## config.mk

```make
export PLATFORM = sky130hd
export DESIGN_NAME = if_stage_fetch_unit
export DESIGN_NICKNAME = d
export VERILOG_FILES = /design/src/rtl/rv32_pipeline_pkg.sv /design/src/rtl/if_stage_fetch_unit_pc_unit.sv /design/src/rtl/if_stage_fetch_unit.sv
export SDC_FILE = /design/constraint.sdc
export NUM_CORES = 1
export LEC_CHECK = 0
export CELL_PAD_IN_SITES_DETAIL_PLACEMENT = 1
export CELL_PAD_IN_SITES_GLOBAL_PLACEMENT = 1
export CORE_ASPECT_RATIO = 2
export CORE_MARGIN = 1
export CORE_UTILIZATION = 31
export CTS_BUF_LIST = sky130_fd_sc_hd__clkbuf_16
export DETAILED_ROUTE_END_ITERATION = 6
export DONT_BUFFER_PORTS = 1
export MAX_ROUTING_LAYER = met4
export PLACE_DENSITY_LB_ADDON = 0.1
export SLEW_MARGIN = 40
export SYNTH_ARGS = -nofsm -noshare
export SYNTH_HDL_FRONTEND = slang
export SYNTH_SLANG_ARGS = --single-unit
export TNS_END_PERCENT = 30
```

## constraint.sdc

```tcl
create_clock -name CLK -period 18.15 [get_ports CLK]
set_clock_uncertainty 0.15 [all_clocks]
set_input_delay 2.7225 -clock CLK [delete_from_list [all_inputs] [get_ports CLK]]
set_output_delay 2.7225 -clock CLK [all_outputs]
set_load 0.005 [all_outputs]
```

## src/rtl/rv32_pipeline_pkg.sv

```systemverilog
// Shared RV32IM pipeline definitions: NOP encoding, fetch FSM states, cache block geometry.
package rv32_pipeline_pkg;

  localparam logic [31:0] NOP_INSTR = 32'h00000013;

  localparam int BLOCK_W = 128;
  localparam int WOFF_W  = 2;

  localparam logic [1:0] IDLE     = 2'd0;
  localparam logic [1:0] MEM_READ = 2'd1;
  localparam logic [1:0] UPDATE   = 2'd2;

  typedef logic [BLOCK_W-1:0] block_t;

  function automatic logic [31:0] block_word(input block_t blk, input logic [WOFF_W-1:0] off);
    return blk[{off, 5'd0} +: 32];
  endfunction

endpackage

```

## src/rtl/if_stage_fetch_unit_pc_unit.sv

```systemverilog
// Fetch PC register with +4 adder and branch redirect mux; updates only when enabled.
module pc_unit #(
  parameter logic [31:0] RESET_PC = 32'h00000000
) (
  input  logic        CLK,
  input  logic        reset,
  input  logic        en,
  input  logic        branch_taken,
  input  logic [31:0] branch_target,
  output logic [31:0] pc,
  output logic [31:0] pc_plus_4
);

  // Targets are word aligned; the low two bits carry no information.
  logic unused_target_bits;
  assign unused_target_bits = ^branch_target[1:0];

  assign pc_plus_4 = pc + 32'd4;

  always_ff @(posedge CLK) begin
    if (reset) begin
      pc <= RESET_PC;
    end else if (en) begin
      pc <= branch_taken ? {branch_target[31:2], 2'b00} : pc_plus_4;
    end
  end

endmodule

```

## src/rtl/if_stage_fetch_unit.sv

```systemverilog
// Instruction-fetch stage: PC plus direct-mapped read-only I-cache (4 words/line) with a
// block-fill FSM; hits return the instruction combinationally in the same cycle.
module if_stage_fetch_unit
  import rv32_pipeline_pkg::*;
#(
  parameter logic [31:0] RESET_PC  = 32'h00000000,
  parameter int          NUM_LINES = 8,
  parameter logic [31:0] NOP_INSTR = rv32_pipeline_pkg::NOP_INSTR
) (
  input  logic         CLK,
  input  logic         reset,
  input  logic         stall,
  input  logic         branch_taken,
  input  logic [31:0]  branch_target,
  output logic [31:0]  OUT_pc,
  output logic [31:0]  OUT_pc_plus_4,
  output logic [31:0]  OUT_instruction,
  output logic         busywait,
  output logic         mem_read,
  output logic [27:0]  mem_address,
  input  logic [127:0] mem_readdata,
  input  logic         mem_busywait
);

  localparam int IDX_W = $clog2(NUM_LINES);
  localparam int TAG_W = 32 - 4 - IDX_W;

  logic [1:0]        state;
  logic [1:0]        next_state;
  logic [31:0]       pc;
  logic [31:0]       pc_plus_4;
  logic [WOFF_W-1:0] offset;
  logic [IDX_W-1:0]  index;
  logic [TAG_W-1:0]  tag;
  logic              hit;
  logic              miss_busy;
  logic              pc_en;

  logic [NUM_LINES-1:0] valid;
  logic [TAG_W-1:0]     tag_array  [NUM_LINES];
  block_t               data_array [NUM_LINES];
  block_t               fill_buf;

  assign offset = pc[3:2];
  assign index  = pc[4 +: IDX_W];
  assign tag    = pc[31 -: TAG_W];
  assign hit    = valid[index] && (tag_array[index] == tag);

  // A miss that coincides with a redirect is abandoned: the new PC is fetched instead.
  always_comb begin
    next_state = state;
    miss_busy  = 1'b0;
    case (state)
      IDLE: begin
        if (!hit && !branch_taken) begin
          miss_busy  = 1'b1;
          next_state = MEM_READ;
        end
      end
      MEM_READ: begin
        miss_busy = 1'b1;
        if (!mem_busywait) next_state = UPDATE;
      end
      UPDATE: begin
        miss_busy  = 1'b1;
        next_state = IDLE;
      end
      default: next_state = IDLE;
    endcase
  end

  assign pc_en = (state == IDLE) && !miss_busy && !stall && !reset;

  pc_unit #(
    .RESET_PC(RESET_PC)
  ) u_pc_unit (
    .CLK          (CLK),
    .reset        (reset),
    .en           (pc_en),
    .branch_taken (branch_taken),
    .branch_target(branch_target),
    .pc           (pc),
    .pc_plus_4    (pc_plus_4)
  );

  always_ff @(posedge CLK) begin
    if (reset) begin
      state <= IDLE;
      valid <= '0;
    end else begin
      state <= next_state;
      if (state == UPDATE) valid[index] <= 1'b1;
    end
  end

  // Tag/data storage carries no reset; valid bits alone qualify it.
  always_ff @(posedge CLK) begin
    if (!reset && state == MEM_READ && !mem_busywait) fill_buf <= mem_readdata;
    if (!reset && state == UPDATE) begin
      tag_array[index]  <= tag;
      data_array[index] <= fill_buf;
    end
  end

  assign OUT_pc          = reset ? RESET_PC : pc;
  assign OUT_pc_plus_4   = reset ? (RESET_PC + 32'd4) : pc_plus_4;
  assign busywait        = !reset && miss_busy;
  assign mem_read        = !reset && (state == MEM_READ);
  assign mem_address     = pc[31:4];
  assign OUT_instruction = (!reset && state == IDLE && hit) ? block_word(data_array[index], offset)
                                                           : NOP_INSTR;

endmodule

```

==> images/clock_nets.png <==
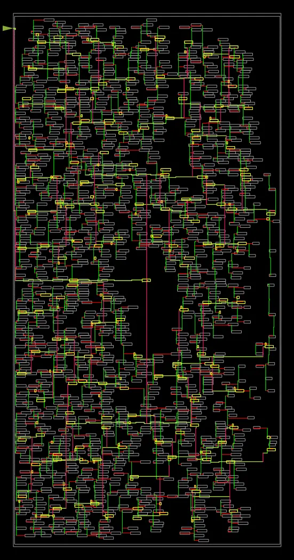
clock sinks: 1395
Flops: 1395

==> images/closeup.png <==
Window x 49 to 99, y 418 to 468 µm. Cells in grey, sequential cells in the stronger grey; small squares are vias.
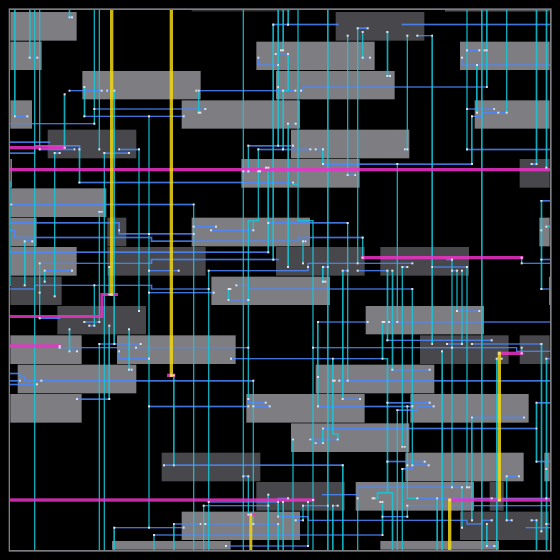
layer	colour
M2	cyan
M4	yellow
M3	magenta
M1	blue
most frequent	edfxtp_1 (25), mux4_2 (9), clkbuf_16 (2)
cells with their middle in the window	38
sequential cells in the window	25
netlist names of flops here include	data_array (23), fill_buf (2)

==> run notes <==
fresh numbers from the pnr run: biggest area cells edfxtp_1, mux4_2, dfxtp_1, Critical Path Slowest Stage Cell dfxtp_4, vias in the first global route roughly 27000, cells in synth_stat.txt around 2400, Init Core Util ~31%, Cell Chain, Critical Path buf_4, buf_12, mux4_2, mux2i_1, xor2_1, nand4_1, nor4_1, nand4_1, buf_4, a211o_1, share of cells above drive strength 1 roughly a quarter, area leader, netlist edfxtp_1, Worst Path Buf+Inv 3, max-cap check violation count 0, CTS tree yes, fillers about 16000, final worst slack 9.794 ns, CP endpoint kind output pin, Final ANT Viol Nets 0, Ports 291, Hold Crit Class flop to flop, Post-layout nets about 2700, Final Hold Viols 0, DRT Pass-1 Iters 4, wire per inst 29.89 µm, Achievable Freq 119.7 MHz, power share of the sequential group 52.1%, cell area power density 116.9 nW/µm², Comb pwr share between 8 and 9%, Leakage between 15 and 20 nW, pre-CTS setup slack roughly 10 ns, RD Place Congestion roughly 0.75, gr usage total between 10% and 20%, Yosys chip area 53740 µm², biggest cell delay along the critical path 0.73 ns, Unique cell types about 52, NetSw roughly 1.7 mW, Mapped Avg Cell Area roughly 22 µm², Die Area 175100 µm², family with the most delay on the worst path buffers and inverters, Slew Limit Fails 0, DRT Wirelength about 150000 µm, Tcrit/Tclk final between 40% and 50%, largest net degree at the start of global routing 87, Data required, critical path about 15 ns, number of placement rows approximately 220, Pint roughly 5.5 mW, status completed, CP startpoint kind flop, hold-fix buffers at CTS 0, DR iter-0 viols approximately 1200, Rel. slew slack 44.09%, min Tclk post-route 8.356 ns, Post-Synthesis Cell Area ~54000 µm², CTS H-tree lvls 4, CP max FO around 40, Log Warnings 35, worst-case clock buffer depth 4, Latency at later pin around 0.76 ns, vias per inst between 4 and 5, Dominant flop cell edfxtp_1, Yosys top cell by instances edfxtp_1, async set-or-reset flop fraction in the synthesized netlist 0%, worst slew pin tran approximately 0.84 ns, EDFF count, synth roughly 1400, Reg clk slew, reported paths approximately 0.060 ns, clock group share of total power around two fifths, critical path class flop to output pin, post_cts resized 0, IO Port Bufs 0, postcts setup bufs 0, first-pass GRT wire length a little over 200000 µm, Synth top area share between 70% and 80%, Yosys Warn Count 0, Synth Instances 2426, setup violators final 0, RSZ-0062 raised after global routing false, Worst EP arrival roughly 5.5 ns, Synth top cells by count edfxtp_1, mux4_2, nor2_1, grt total ovfl 0, Inserted Clock Buffers about 140, Synthesized registers 1395, Sw Share about a quarter, clock root buffer clkbuf_16, Hold Path Origin valid[7], initial antenna violation count ~49, Detailed Place HPWL roughly 85000 µm, Synth Seq Share ~77%, synth-to-layout area growth 13.45%, DR vias about 24000, DRC 0, setup TNS 0 ns
==> images/ff_map.png <==
Other sequential cells in the stronger grey, the rest of the logic in the fainter grey.
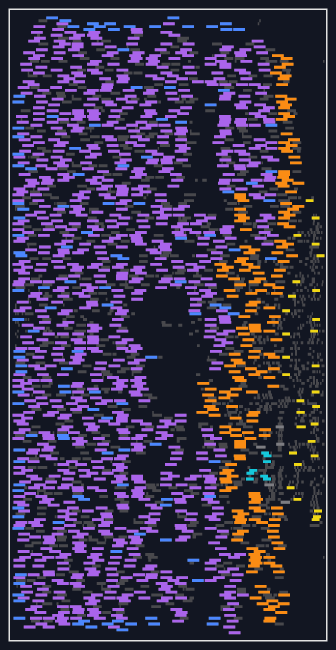
netlist name	colour	sequential cells
valid	cyan	8
fill_buf	blue	128
tag_array	orange	200
data_array	purple	1024
u_pc_unit.pc	yellow	30
Core Util, Final: 35.47%
Register Area: 41480 µm²
Seq. pwr: 3.71 mW
flop share of the area: 68.02%

==> images/floorplan.png <==
Pins as bars on the die edge.
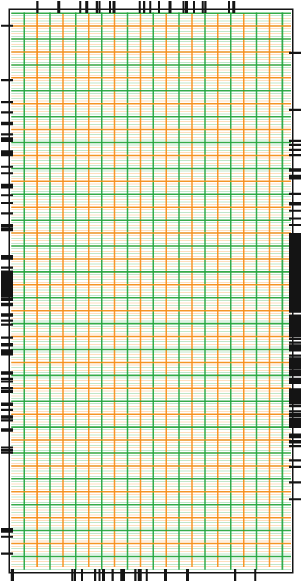
net	colour
VSS	green
VDD	orange
met5 straps	43
met4 straps	21
rows	215
signal pins	291
Die W: 296.4 µm
die extent in y: 590.8 µm
worst vdd ir: 0.00009098 V
Core Region: 171900 µm²

-- layout by cell type (no fill, tap or decap), drive strengths merged, types with 5 or more instances in the layout --
master,n
xor2,28
edfxtp,1352
nor3,14
clkinv,44
xnor2,20
bufinv,10
dfxtp,43
ha,7
mux4,360
a21oi,16
clkbuf,145
clkinvlp,7
diode,35
nor2,85
nand3,7
inv,49
nor2b,40
a21o,8
o31ai,5
buf,71
o21ai,75
nor4,8
a22oi,24
nand2,18
and3,17
mux2i,74
nand4,11
-- state kept, by name, indices dropped and copies added, names as in the netlist, named ones only --
register / count
valid: 8
fill_buf: 128
tag_array: 200
u_pc_unit.pc: 30
state: 2
data_array: 1024
-- per-layer routing --
layer	share of wire (%)	wire (µm)	track usage [%]
met2	55	79980	31.45
met3	5.1	7457	3.654
met1	37	54780	18.67
met5	0	0	-
met4	2.8	4090	5.290
-- power groups by stage --
stage	logic (mW)	clock network (mW)	registers [mW]
after floorplan	0.389	0	3.77
after global placement	0.625	0	3.78
after detailed placement	0.632	0	3.79
after CTS	0.635	2.93	3.72
after global routing	0.644	3.02	3.73
final	0.596	2.82	3.71
-- area by class of cell --
| type | instances | area, µm² | area share [%] |
|---|---|---|---|
| sequential | 1395 | 41480 | 68.02 |
| multi-input combinational | 861 | 11510 | 18.87 |
| clock buffer | 145 | 3628 | 5.951 |
| tap | 2278 | 2850 | 4.674 |
| clock inverter | 99 | 710.7 | 1.166 |
| timing repair buffer | 71 | 673.1 | 1.104 |
| antenna | 35 | 87.58 | 0.1436 |
| inverter | 11 | 41.29 | 0.06772 |
-- through the flow --
step / cell area (µm²) / instances / hold WS, ns / utilization (%) / total power [mW]
floorplan: 53760 / 2429 / 0.2711 / - / 4.163
global placement: 56400 / 4614 / 0.2785 / 32.81 / 4.403
detailed placement: 56540 / 4616 / 0.2924 / 32.89 / 4.421
CTS: 60880 / 4860 / 0.3067 / 35.42 / 7.281
global route: 60970 / 4894 / 0.3312 / 35.47 / 7.389
finish: 60970 / 4895 / 0.3085 / 35.47 / 7.129
-- logic make-up (layout without fill, tap and decap cells) --
family | Yosys count | count (layout) | share of synthesized area, %
AND-OR/OR-AND | 147 | 147 | 1.674
buffers and inverters | 173 | 326 | 1.620
multiplexers | 438 | 438 | 16.55
AND/OR/NAND/NOR | 217 | 217 | 2.056
XOR/XNOR | 48 | 48 | 0.7822
flip-flops | 1395 | 1395 | 77.14
adder cells (fa/ha/maj) | 7 | 7 | 0.1630
other | 1 | 39 | 0.006978
-- final timing paths --
check	endpoint	slack, ns	cells after the start
setup / recovery	OUT_instruction[4]	9.79	10
hold / removal	valid[7]	0.31	1
hold reg to reg	valid[7]	0.31	1
setup reg to reg	u_pc_unit.pc[2]	12.82	11
Power is estimated from default activity; no workload was simulated.
